File: config.mk
export PLATFORM = sky130hd
export DESIGN_NAME = com_to_fifo_flat
export DESIGN_NICKNAME = d
export VERILOG_FILES = /design/src/rtl/com_to_fifo_if.sv /design/src/rtl/com_to_fifo.sv /design/src/flat_wrapper.sv
export SDC_FILE = /design/constraint.sdc
export NUM_CORES = 1
export LEC_CHECK = 0
export CAP_MARGIN = 30
export CORE_MARGIN = 2
export CORE_UTILIZATION = 54
export CTS_BUF_LIST = sky130_fd_sc_hd__clkbuf_16
export DETAILED_ROUTE_END_ITERATION = 10
export GPL_ROUTABILITY_DRIVEN = 0
export PLACE_DENSITY_LB_ADDON = 0.08
export SYNTH_ARGS = -nofsm -noshare
export SYNTH_HDL_FRONTEND = slang
export SYNTH_SLANG_ARGS = --single-unit
File: constraint.sdc
create_clock -name clk -period 2 [get_ports clk]
set_input_delay 0.4 -clock clk [delete_from_list [all_inputs] [get_ports clk]]
set_output_delay 0.4 -clock clk [all_outputs]
set_load 0.1 [all_outputs]
File: src/rtl/com_to_fifo_if.sv
`default_nettype none
// ============================================================================
// Module   : com_to_fifo_if
// Brief    : Write-side handshake between the serial receiver and the FIFO.
// Revision : 1.0
// ============================================================================
interface com_to_fifo_if;
    logic       fifo_we;
    logic [7:0] fifo_data;
    logic       fifo_busy;
    logic       fifo_full;

    modport master (
        output fifo_we,
        output fifo_data,
        input  fifo_busy,
        input  fifo_full
    );

    modport slave (
        input  fifo_we,
        input  fifo_data,
        output fifo_busy,
        output fifo_full
    );
endinterface
`default_nettype wire

File: src/rtl/com_to_fifo.sv
`default_nettype none
// ============================================================================
// Module   : com_to_fifo
// Brief    : UART 8N1 receiver (optional even parity) pushing good bytes into
//            the shared FIFO; running CRC-8 and saturating error counter.
// Revision : 1.0
// ============================================================================
module com_to_fifo #(
    parameter int OS        = 16,
    parameter bit PARITY_EN = 1'b0
) (
    input  logic                 clk,
    input  logic                 reset,
    input  logic                 enable,
    input  logic                 rx,
    com_to_fifo_if.master        fifo,
    output logic                 isFinish,
    output logic [7:0]           CRC,
    output logic [3:0]           error,
    output logic [2:0]           err_flags
);

    localparam int                c_tw   = $clog2(OS);
    localparam logic [c_tw-1:0]   c_half = c_tw'(OS / 2 - 1);
    localparam logic [c_tw-1:0]   c_full = c_tw'(OS - 1);
    localparam logic [c_tw-1:0]   c_one  = c_tw'(1);

    typedef enum logic [2:0] {
        S_IDLE      = 3'd0,
        S_START     = 3'd1,
        S_DATA      = 3'd2,
        S_PARITY    = 3'd3,
        S_STOP      = 3'd4,
        S_WAIT_IDLE = 3'd5
    } state_t;

    state_t            state_q,     state_d;
    logic              sync1_q,     sync1_d;
    logic              rx_s_q,      rx_s_d;
    logic              rx_prev_q,   rx_prev_d;
    logic [c_tw-1:0]   timer_q,     timer_d;
    logic [2:0]        bit_cnt_q,   bit_cnt_d;
    logic [7:0]        shift_q,     shift_d;
    logic              par_q,       par_d;
    logic              pending_q,   pending_d;
    logic [7:0]        fifo_data_q, fifo_data_d;
    logic [7:0]        crc_q,       crc_d;
    logic [3:0]        error_q,     error_d;
    logic [2:0]        err_flags_q, err_flags_d;

    logic              w_push;
    logic              w_tick;
    logic              w_par_bad;

    function automatic logic [7:0] crc8_next(input logic [7:0] crc, input logic [7:0] data);
        logic [7:0] c;
        c = crc ^ data;
        for (int i = 0; i < 8; i++) begin
            c = c[7] ? ({c[6:0], 1'b0} ^ 8'h07) : {c[6:0], 1'b0};
        end
        return c;
    endfunction

    assign w_push    = pending_q & ~fifo.fifo_busy & ~fifo.fifo_full;
    assign w_tick    = (timer_q == '0);
    assign w_par_bad = PARITY_EN & ((^shift_q) ^ par_q);

    always_comb begin
        sync1_d     = rx;
        rx_s_d      = sync1_q;
        rx_prev_d   = rx_s_q;
        state_d     = state_q;
        timer_d     = timer_q;
        bit_cnt_d   = bit_cnt_q;
        shift_d     = shift_q;
        par_d       = par_q;
        pending_d   = pending_q;
        crc_d       = crc_q;
        err_flags_d = 3'b000;
        error_d     = error_q;
        // Track the shift register while nothing is pending, so the byte is
        // already on fifo_data well before the stop sample commits it.
        fifo_data_d = pending_q ? fifo_data_q : shift_q;

        if ((err_flags_q != 3'b000) && (error_q != 4'hF)) begin
            error_d = error_q + 4'd1;
        end

        if (w_push) begin
            pending_d = 1'b0;
            crc_d     = crc8_next(crc_q, fifo_data_q);
        end

        if (!enable) begin
            state_d = S_IDLE;
        end else begin
            case (state_q)
                S_IDLE: begin
                    if (!rx_s_q && rx_prev_q) begin
                        state_d = S_START;
                        timer_d = c_half;
                    end
                end
                S_START: begin
                    if (w_tick) begin
                        if (rx_s_q) begin
                            state_d = S_IDLE;
                        end else begin
                            state_d   = S_DATA;
                            timer_d   = c_full;
                            bit_cnt_d = 3'd0;
                        end
                    end else begin
                        timer_d = timer_q - c_one;
                    end
                end
                S_DATA: begin
                    if (w_tick) begin
                        shift_d   = {rx_s_q, shift_q[7:1]};
                        timer_d   = c_full;
                        bit_cnt_d = bit_cnt_q + 3'd1;
                        if (bit_cnt_q == 3'd7) begin
                            state_d = PARITY_EN ? S_PARITY : S_STOP;
                        end
                    end else begin
                        timer_d = timer_q - c_one;
                    end
                end
                S_PARITY: begin
                    if (w_tick) begin
                        par_d   = rx_s_q;
                        timer_d = c_full;
                        state_d = S_STOP;
                    end else begin
                        timer_d = timer_q - c_one;
                    end
                end
                S_STOP: begin
                    if (w_tick) begin
                        if (!rx_s_q) begin
                            err_flags_d = 3'b001;
                            state_d     = S_WAIT_IDLE;
                        end else begin
                            state_d = S_IDLE;
                            if (w_par_bad) begin
                                err_flags_d = 3'b010;
                            end else if (pending_q) begin
                                err_flags_d = 3'b100;
                            end else begin
                                pending_d = 1'b1;
                            end
                        end
                    end else begin
                        timer_d = timer_q - c_one;
                    end
                end
                S_WAIT_IDLE: begin
                    if (rx_s_q) begin
                        state_d = S_IDLE;
                    end
                end
                default: begin
                    state_d = S_IDLE;
                end
            endcase
        end
    end

    always_ff @(posedge clk) begin
        if (reset) begin
            state_q     <= S_IDLE;
            sync1_q     <= 1'b1;
            rx_s_q      <= 1'b1;
            rx_prev_q   <= 1'b1;
            timer_q     <= '0;
            bit_cnt_q   <= 3'd0;
            shift_q     <= 8'h00;
            par_q       <= 1'b0;
            pending_q   <= 1'b0;
            fifo_data_q <= 8'h00;
            crc_q       <= 8'h00;
            error_q     <= 4'h0;
            err_flags_q <= 3'b000;
        end else begin
            state_q     <= state_d;
            sync1_q     <= sync1_d;
            rx_s_q      <= rx_s_d;
            rx_prev_q   <= rx_prev_d;
            timer_q     <= timer_d;
            bit_cnt_q   <= bit_cnt_d;
            shift_q     <= shift_d;
            par_q       <= par_d;
            pending_q   <= pending_d;
            fifo_data_q <= fifo_data_d;
            crc_q       <= crc_d;
            error_q     <= error_d;
            err_flags_q <= err_flags_d;
        end
    end

    assign fifo.fifo_we   = w_push;
    assign fifo.fifo_data = fifo_data_q;
    assign isFinish       = w_push;
    assign CRC            = crc_q;
    assign error          = error_q;
    assign err_flags      = err_flags_q;

endmodule
`default_nettype wire

File: src/flat_wrapper.sv
// flat-port wrapper written by rule: the top's interface ports become plain ports
module com_to_fifo_flat 
#(
    parameter int OS        = 16,
    parameter bit PARITY_EN = 1'b0
)
  (clk, reset, enable, rx, isFinish, CRC, error, err_flags, fifo_fifo_we, fifo_fifo_data, fifo_fifo_busy, fifo_fifo_full);
  com_to_fifo_if fifo_i ();
  input  logic clk;
  input  logic reset;
  input  logic enable;
  input  logic rx;
  output logic isFinish;
  output logic [7:0] CRC;
  output logic [3:0] error;
  output logic [2:0] err_flags;
  output wire logic [$bits(fifo_i.fifo_we)-1:0] fifo_fifo_we;
  output wire logic [$bits(fifo_i.fifo_data)-1:0] fifo_fifo_data;
  input wire logic [$bits(fifo_i.fifo_busy)-1:0] fifo_fifo_busy;
  input wire logic [$bits(fifo_i.fifo_full)-1:0] fifo_fifo_full;
  assign fifo_fifo_we = fifo_i.fifo_we;
  assign fifo_fifo_data = fifo_i.fifo_data;
  assign fifo_i.fifo_busy = fifo_fifo_busy;
  assign fifo_i.fifo_full = fifo_fifo_full;
  com_to_fifo #(.OS(OS), .PARITY_EN(PARITY_EN)) u_core (.clk(clk), .reset(reset), .enable(enable), .rx(rx), .fifo(fifo_i), .isFinish(isFinish), .CRC(CRC), .error(error), .err_flags(err_flags));
endmodule
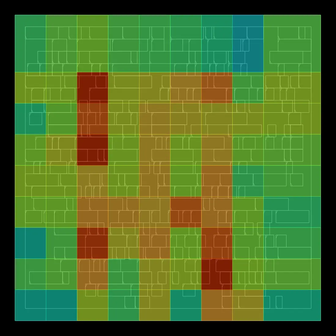
*Routing congestion*
Top Usage Layer GRT: met2
met1 Resource Use GR: 28.6%

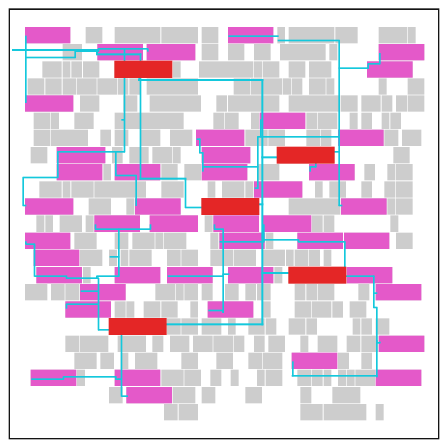
*Clock wires, drivers and flops*
- cyan: clock wires (length 524 um)
- red: clock drivers (count 5)
- magenta: flip-flops (count 44)
- routed clock nets: 6

==> out/metrics.yaml <==
synthCells: 237
largest_class: "multi-input combinational cells"
r2r.worst_path.cells: 7
switching_power_w: 0.000372
crit_start: "u_core.timer_q[0]"
r2r-start: "u_core.timer_q[0]"
crit_family: "simple AND/OR/NAND/NOR gates"
clock.latency.late_pin_ns: 0.28
place_hpwl_mm: 3.13
grt_pass1_wl_mm: 7.29
vdd_ir_drop_max_mv: 0.379
fin_setup_tns_ns: 0
synthesis.area_sq_um: 2200
grt_use_met2_pct: 33.8
tool_warnings: 27
p_leak_nw: 1.18
r2r_setup_slack_ns: 0.15
status: "completed"
n_all_buffers: 40
drc_errors: 0
topRoutingLayerUsed: "met4"
pwr-share-comb_pct: 4.0
num_vias: 1744
largest_area_cell: "dfxtp_1"
area_growth_pct: 24.3
ys_types: 46
relSlewSlack_pct: 66.6
min_path_type: "register to register"
htree_levels: 2
dr.pass1.iters: 4
nNonClkInverters: 7
die_h_um: 67.9
ys_sh_aoi_pct: 12.3
synthFlopType: "dfxtp_1"
clock_buffers: 5
hold_buffers: 0
crit_slowest_cell: "or3b_2"
numCtsBuffers: 5
grt_use_total_pct: 21.6
clkCellAreaFrac_pct: 5.93
synth_top_cell_by_count: "dfxtp_1"
crit_buf_inv: 2
drt_first_iter_violations: 75
cp-start-kind: "register"
comb_cells: 173
max_freq_ghz: 0.540
comb_area_sq_um: 1250
wl_per_cell_um: 14.1
tap_cells: 50
period_used_pct: 92.7
synthesis.nets: 247
regArea_sq_um: 892
min_from: "u_core.rx_s_d"
met3_usage_pct: 6.09
nFillCells: 317
grt_pass1_vias: 1574
core-area_sq_um: 3970
cts_root_buffer: "clkbuf_16"
antenna_left: 0
synth_flops: 44
critPathCapture: "u_core.timer_q[0]"
nFlopsAndLatches: 44
tightestPinTransition_ns: 0.500
hold_ws_ns: 0.414
crit_chain: "inv_1 -> ha_1 -> or3b_2 -> a211oi_1 -> buf_4 -> a2111oi_1 -> nor3_1"
[power by group through the flow]
stage                     clock, W  sequential, W  combinational (W)
after floorplan                  0       0.000903          0.0000488
after global placement           0       0.000906          0.0000721
after detailed placement         0       0.000906          0.0000720
after CTS                 0.000920       0.000886          0.0000723
after global routing      0.000950       0.000887          0.0000810
final                     0.000903       0.000887          0.0000744
[layout by cell type, fill, tap and decap left out, drive strengths merged, types with 3 or more instances in the layout]
master	Yosys	final
mux2i	18	18
o21ai	8	8
nor3b	3	3
or3	9	9
buf	4	35
xnor2	13	13
clkbuf	9	5
clkinv	1	3
nand2b	3	3
dfxtp	44	44
clkdlybuf4s50	0	5
nand2	10	10
a211oi	4	4
inv	6	6
xnor3	7	7
nor2	32	32
ha	4	4
nor3	13	13
nand3	3	3
or2	4	4
a21oi	14	14
No activity file was given, so power comes from the tool's default toggle rates.
